$ cat src/rtl/serial_adder_pkg.sv
// Shared types and helpers for the digit-serial adder.
// Latency: none (declarations only).
// Backpressure: not applicable.
package serial_adder_pkg;

    // Control states of the serial adder
    typedef enum logic [1:0] {
        IDLE = 2'd0,
        RUN  = 2'd1,
        DONE = 2'd2
    } state_t;

    // Digit counter width for n digits; never narrower than one bit
    function automatic int cnt_w(input int n);
        int w;
        w = $clog2(n);
        return (w < 1) ? 1 : w;
    endfunction

endpackage

$ cat src/rtl/serial_adder_n_digit_adder.sv
// DIGIT-bit ripple-carry adder used once per serial step.
// Latency: combinational.
// Backpressure: none; pure function of its inputs.
module digit_adder
    import serial_adder_pkg::*;
#(
    parameter int DIGIT = 1
) (
    input  logic [DIGIT-1:0] x,
    input  logic [DIGIT-1:0] y,
    input  logic             ci,
    output logic [DIGIT-1:0] sum,
    output logic             co,
    output logic             cm
);

    // Ripple the carry through the digit; cm is the carry into the top bit
    always_comb begin
        logic [DIGIT:0] c;
        c    = '0;
        sum  = '0;
        c[0] = ci;
        for (int i = 0; i < DIGIT; i++) begin
            sum[i]  = x[i] ^ y[i] ^ c[i];
            c[i+1]  = (x[i] & y[i]) | (x[i] & c[i]) | (y[i] & c[i]);
        end
        co = c[DIGIT];
        cm = c[DIGIT-1];
    end

endmodule

$ cat src/rtl/serial_adder_n.sv
// Digit-serial WIDTH-bit adder (subtract option under SERIAL_ADDER_SUB_EN).
// Latency: out_valid rises WIDTH/DIGIT+1 cycles after the accepting edge.
// Backpressure: result held in DONE until out_ready; in_ready only in IDLE.
module serial_adder_n
    import serial_adder_pkg::*;
#(
    parameter int WIDTH = 8,
    parameter int DIGIT = 1
) (
    input  logic             clk,
    input  logic             rst,
    input  logic             in_valid,
    output logic             in_ready,
    input  logic [WIDTH-1:0] a,
    input  logic [WIDTH-1:0] b,
    input  logic             carry_in,
`ifdef SERIAL_ADDER_SUB_EN
    input  logic             sub,
`endif
    output logic             out_valid,
    input  logic             out_ready,
    output logic [WIDTH-1:0] s,
    output logic             carry_out,
    output logic             overflow
);

    localparam int N  = WIDTH / DIGIT;
    localparam int CW = cnt_w(N);

    state_t           state;
    logic [CW-1:0]    cnt;
    logic [WIDTH-1:0] a_q;
    logic [WIDTH-1:0] b_q;
    logic             c_q;
    // Set after the last digit; spends one more cycle in RUN before DONE
    logic             fin;

    logic             sub_i;
    logic [DIGIT-1:0] dig_sum;
    logic             dig_co;
    logic             dig_cm;

`ifdef SERIAL_ADDER_SUB_EN
    assign sub_i = sub;
`else
    assign sub_i = 1'b0;
`endif

    // Operands are shifted down each step, so the current digit is always the low one
    digit_adder #(
        .DIGIT (DIGIT)
    ) u_digit_adder (
        .x   (a_q[DIGIT-1:0]),
        .y   (b_q[DIGIT-1:0]),
        .ci  (c_q),
        .sum (dig_sum),
        .co  (dig_co),
        .cm  (dig_cm)
    );

    // Control FSM with registered handshake and result outputs
    always_ff @(posedge clk) begin
        if (rst) begin
            state     <= IDLE;
            in_ready  <= 1'b1;
            out_valid <= 1'b0;
            s         <= '0;
            carry_out <= 1'b0;
            overflow  <= 1'b0;
            cnt       <= '0;
            a_q       <= '0;
            b_q       <= '0;
            c_q       <= 1'b0;
            fin       <= 1'b0;
        end else begin
            case (state)
                IDLE: begin
                    if (in_valid && in_ready) begin
                        // Subtraction folds into the operands: ~b and inverted carry
                        a_q      <= a;
                        b_q      <= b ^ {WIDTH{sub_i}};
                        c_q      <= carry_in ^ sub_i;
                        cnt      <= '0;
                        fin      <= 1'b0;
                        in_ready <= 1'b0;
                        state    <= RUN;
                    end
                end
                RUN: begin
                    if (fin) begin
                        fin       <= 1'b0;
                        out_valid <= 1'b1;
                        state     <= DONE;
                    end else begin
                        s[int'(cnt)*DIGIT +: DIGIT] <= dig_sum;
                        c_q <= dig_co;
                        a_q <= a_q >> DIGIT;
                        b_q <= b_q >> DIGIT;
                        if (cnt == CW'(N - 1)) begin
                            carry_out <= dig_co;
                            overflow  <= dig_cm ^ dig_co;
                            cnt       <= '0;
                            fin       <= 1'b1;
                        end else begin
                            cnt <= cnt + 1'b1;
                        end
                    end
                end
                DONE: begin
                    if (out_ready) begin
                        out_valid <= 1'b0;
                        in_ready  <= 1'b1;
                        state     <= IDLE;
                    end
                end
                default: begin
                    state    <= IDLE;
                    in_ready <= 1'b1;
                end
            endcase
        end
    end

endmodule

$ cat config.mk
export PLATFORM = sky130hd
export DESIGN_NAME = serial_adder_n
export DESIGN_NICKNAME = d
export VERILOG_FILES = /design/src/rtl/serial_adder_pkg.sv /design/src/rtl/serial_adder_n_digit_adder.sv /design/src/rtl/serial_adder_n.sv
export SDC_FILE = /design/constraint.sdc
export NUM_CORES = 1
export LEC_CHECK = 0
export CAP_MARGIN = 10
export CORE_ASPECT_RATIO = 0.6
export CORE_MARGIN = 2
export CORE_UTILIZATION = 35
export DETAILED_ROUTE_END_ITERATION = 10
export PLACE_DENSITY = 0.57
export SLEW_MARGIN = 20
export SYNTH_ARGS = -nofsm -noshare
export SYNTH_HDL_FRONTEND = slang
export SYNTH_SLANG_ARGS = --single-unit
$ cat constraint.sdc
create_clock -name clk -period 6.2 [get_ports clk]
set_input_delay 1.24 -clock clk [delete_from_list [all_inputs] [get_ports clk]]
set_output_delay 1.24 -clock clk [all_outputs]
set_load 0.01 [all_outputs]
**Drive-strength map**

Drawn at 4 px/um.
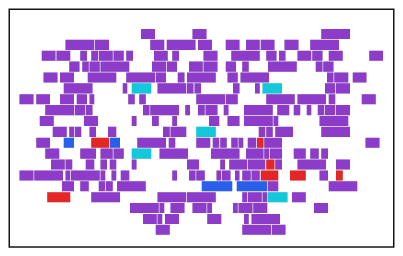
[blue] drive 3 to 4 | cells: 4
[purple] drive 1 or less | cells: 198
[red] drive 2 | cells: 7
[cyan] drive 6 and up | cells: 5

**M3 wires**

Drawn at 6 px/um.
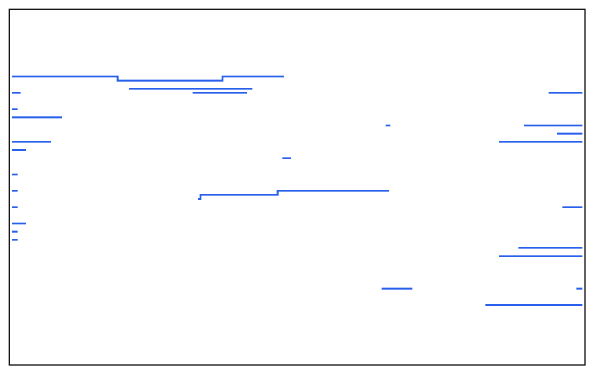
main direction: horizontal
nets with wire on the layer: 24
wire length on this layer: 214 um
share of all routed wire: 5.5%
longest straight run: 20.2 um

**Cell classes on the final placement**

Drawn at 4 px/um. Fill, decap, tap and diode cells in grey.
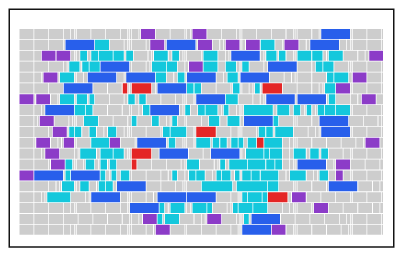
[red] clock drivers and dummy loads | cells: 8
[purple] other buffers and delay cells | cells: 34
[blue] flops | cells: 35
[cyan] all other logic | cells: 137

**Gate-type map**

Drawn at 4 px/um.
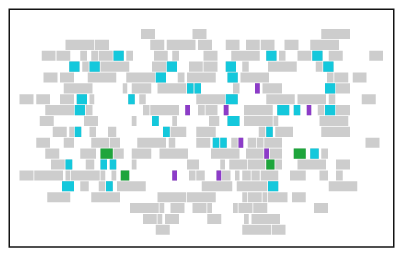
[purple] inverters | cells: 8 | most used: inv_1 | where: centre
[green] AND and OR gates | cells: 4
[cyan] inverting AOI/OAI gates | cells: 34 | most used: a211oi_1

**Congestion heat map**

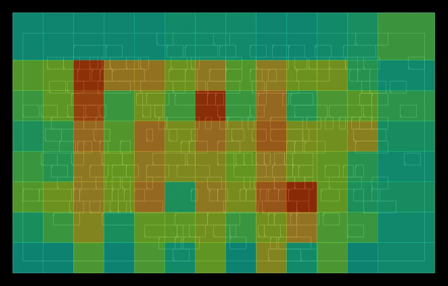
GR Util met1: 21.7%
All-Layer GR Usage: 14.8%
WL/cell: 14.1 um
final core occ: 46.1%

through the flow:
step | area (sq um) | power, mW | setup slack (ns) | instances | hold slack [ns]
6_report | 2170 | 0.521 | 3.45 | 277 | 0.459
4_1_cts | 2180 | 0.528 | 3.30 | 277 | 0.462
5_1_grt | 2170 | 0.550 | 3.30 | 277 | 0.480
3_3_place_gp | 2100 | 0.366 | 3.05 | 269 | 0.443
2_1_floorplan | 1770 | 0.338 | 4.09 | 188 | 0.443
3_5_place_dp | 2100 | 0.368 | 3.00 | 269 | 0.452
state kept, by name, indices dropped and copies added, names as in the netlist:
| name | cells |
|---|---|
| s | 8 |
| overflow | 1 |
| in_ready | 1 |
| c_q | 1 |
| fin | 1 |
| a_q | 8 |
| carry_out | 1 |
| state | 2 |
| b_q | 8 |
| cnt | 3 |
| out_valid | 1 |
final timing paths:
path                         start                     to  slack, ns  cells past startpoint
max                       in_valid  state[0]$_SDFFE_PP0P_       3.45                      4
min              s[5]$_SDFFE_PP0P_      s[5]$_SDFFE_PP0P_       0.46                      2
max reg2reg  state[1]$_SDFFE_PP0P_  state[0]$_SDFFE_PP0P_       4.06                      3
min reg2reg      s[5]$_SDFFE_PP0P_      s[5]$_SDFFE_PP0P_       0.46                      2
where the power goes:
| part | switching, mW | internal [mW] | total, mW | leakage, nW |
|---|---|---|---|---|
| logic | 0.0582 | 0.0505 | 0.109 | 0.494 |
| clock network | 0.0791 | 0.0788 | 0.158 | 0.0422 |
| registers | 0.0121 | 0.242 | 0.254 | 0.287 |
critical path, stage by stage:
cell and delay (ns):
clkdlybuf4s50_1 0.51, nand4bb_1 0.39, nand2_1 0.59, and3_1 0.24
Yosys cell counts (2+ instances only):
master,number,area (sq um)
nand2_1,14,52.6
nor4_4,2,42.5
nor3_1,17,85.1
a21oi_1,11,55.1
buf_2,7,35.0
clkbuf_1,3,11.3
a311oi_1,2,17.5
o21ai_0,3,15.0
mux2i_1,20,200
nor4bb_1,2,20.0
dfxtp_1,35,701
ha_1,5,62.6
nand2b_1,5,31.3
a211oi_1,14,105
nor4b_1,2,17.5
inv_1,8,30.0
buf_4,4,30.0
nand3_1,8,40.0
nor4_1,2,12.5
nor2_1,3,11.3
layer usage:
layer / vias up / track usage (%)
met5: - / 0
met4: 0 / 4.90
met3: 5 / 4.71
met2: 30 / 20.5
met1: 664 / 21.7
li1: 733 / -
cells by family after synthesis:
group / after synthesis / synth area share (%)
and+or+nand+nor: 66 / 23.0
buffers and inverters: 24 / 6.87
AOI/OAI and AO/OA: 35 / 13.3
xor gates and xnor gates: 1 / 0.496
muxes: 21 / 12.0
DFF: 35 / 39.7
adders and majority gates: 6 / 4.67
area by class of cell:
| cell class | count | area share (%) |
|---|---|---|
| inverter | 8 | 1.38 |
| clock buffer | 7 | 3.51 |
| multi-input combinational | 129 | 43.8 |
| tap | 63 | 3.63 |
| clock inverter | 1 | 0.230 |
| sequential | 35 | 32.3 |
| timing repair buffer | 34 | 15.2 |
==> results.yml <==
# implementation run metrics
run_status:
  outcome: "finished clean"
final_layout:
  nNetsFinal: 240
  lay_top_count: "dfxtp_1"
  comb_area_sq_um: 951
  syn2layout_area_growth_pct: 22.9
  seqCellArea_sq_um: 701
  fillCellCount: 477
  drive_gt1_share_pct: 7.48
clock_tree:
  numCtsBuffers: 5
  cts_num_sinks: 35
  clock_latency_ns: 0.29
  cts_tree: "built"
  htreeDepth: 2
  cts-root-buf: "clkbuf_8"
  clk_pin_slew_worst_paths_ns: 0.06
  postCtsResizedCells: 0
  post_cts_buffers: 0
routing:
  drt_iter0_drc: 42
  dr.max_layer_used: "met4"
  num_vias: 1432
  dr_wl_met2_um: 1530
  wl_um: 3910
  wl_met1_um: 2120
  via_per_inst: 5.17
  antenna_left: 0
  met3_wirelength_um: 213
final_timing:
  tightest_slew_ns: 1.05
  final.setup.tns_ns: 0
  period_minus_slack_ns: 2.75
  slew_violations: 0
  maxSlewHeadroom_pct: 30.1
  finalHoldViolCount: 0
  rsz0062_at_grt: "no"
  setup_viol: 0
synthesis:
  yosysSeqAreaShare_pct: 39.7
  syn_area_sq_mm: 0.00177
  yosysCellCount: 188
  ys_async_sr_fraction_pct: 0
  edf_count: 0
  synth_cell_type_count: 41
  synth_top_flop_cell: "dfxtp_1"
  syn_area_per_cell_sq_um: 9.40
  synthCells: 188
worst_setup_path:
  end_kind: "flip-flop"
  worstPathRequired_ns: 6.43
  crit_type: "in -> reg"
  cp_max_fo: 15
  start_kind: "input port"
  critPathArrivalTime_ns: 2.98
global_routing:
  grt_overflow: 0
  antenna_found_initial: 0
die:
  die_w_um: 95.7
  die_y_um: 59.0
  coreArea_sq_mm: 0.00471
  fp_util_pct: 37.5
  core.rowCount: 19
run:
  drv_cap: 0
place:
  hpwlAfterDp_um: 2730
  io_buffers: 32
  gp_congestion: 0.777
pwr:
  p_per_area_mw_per_mm2: 240
Power is estimated from default activity; no workload was simulated.
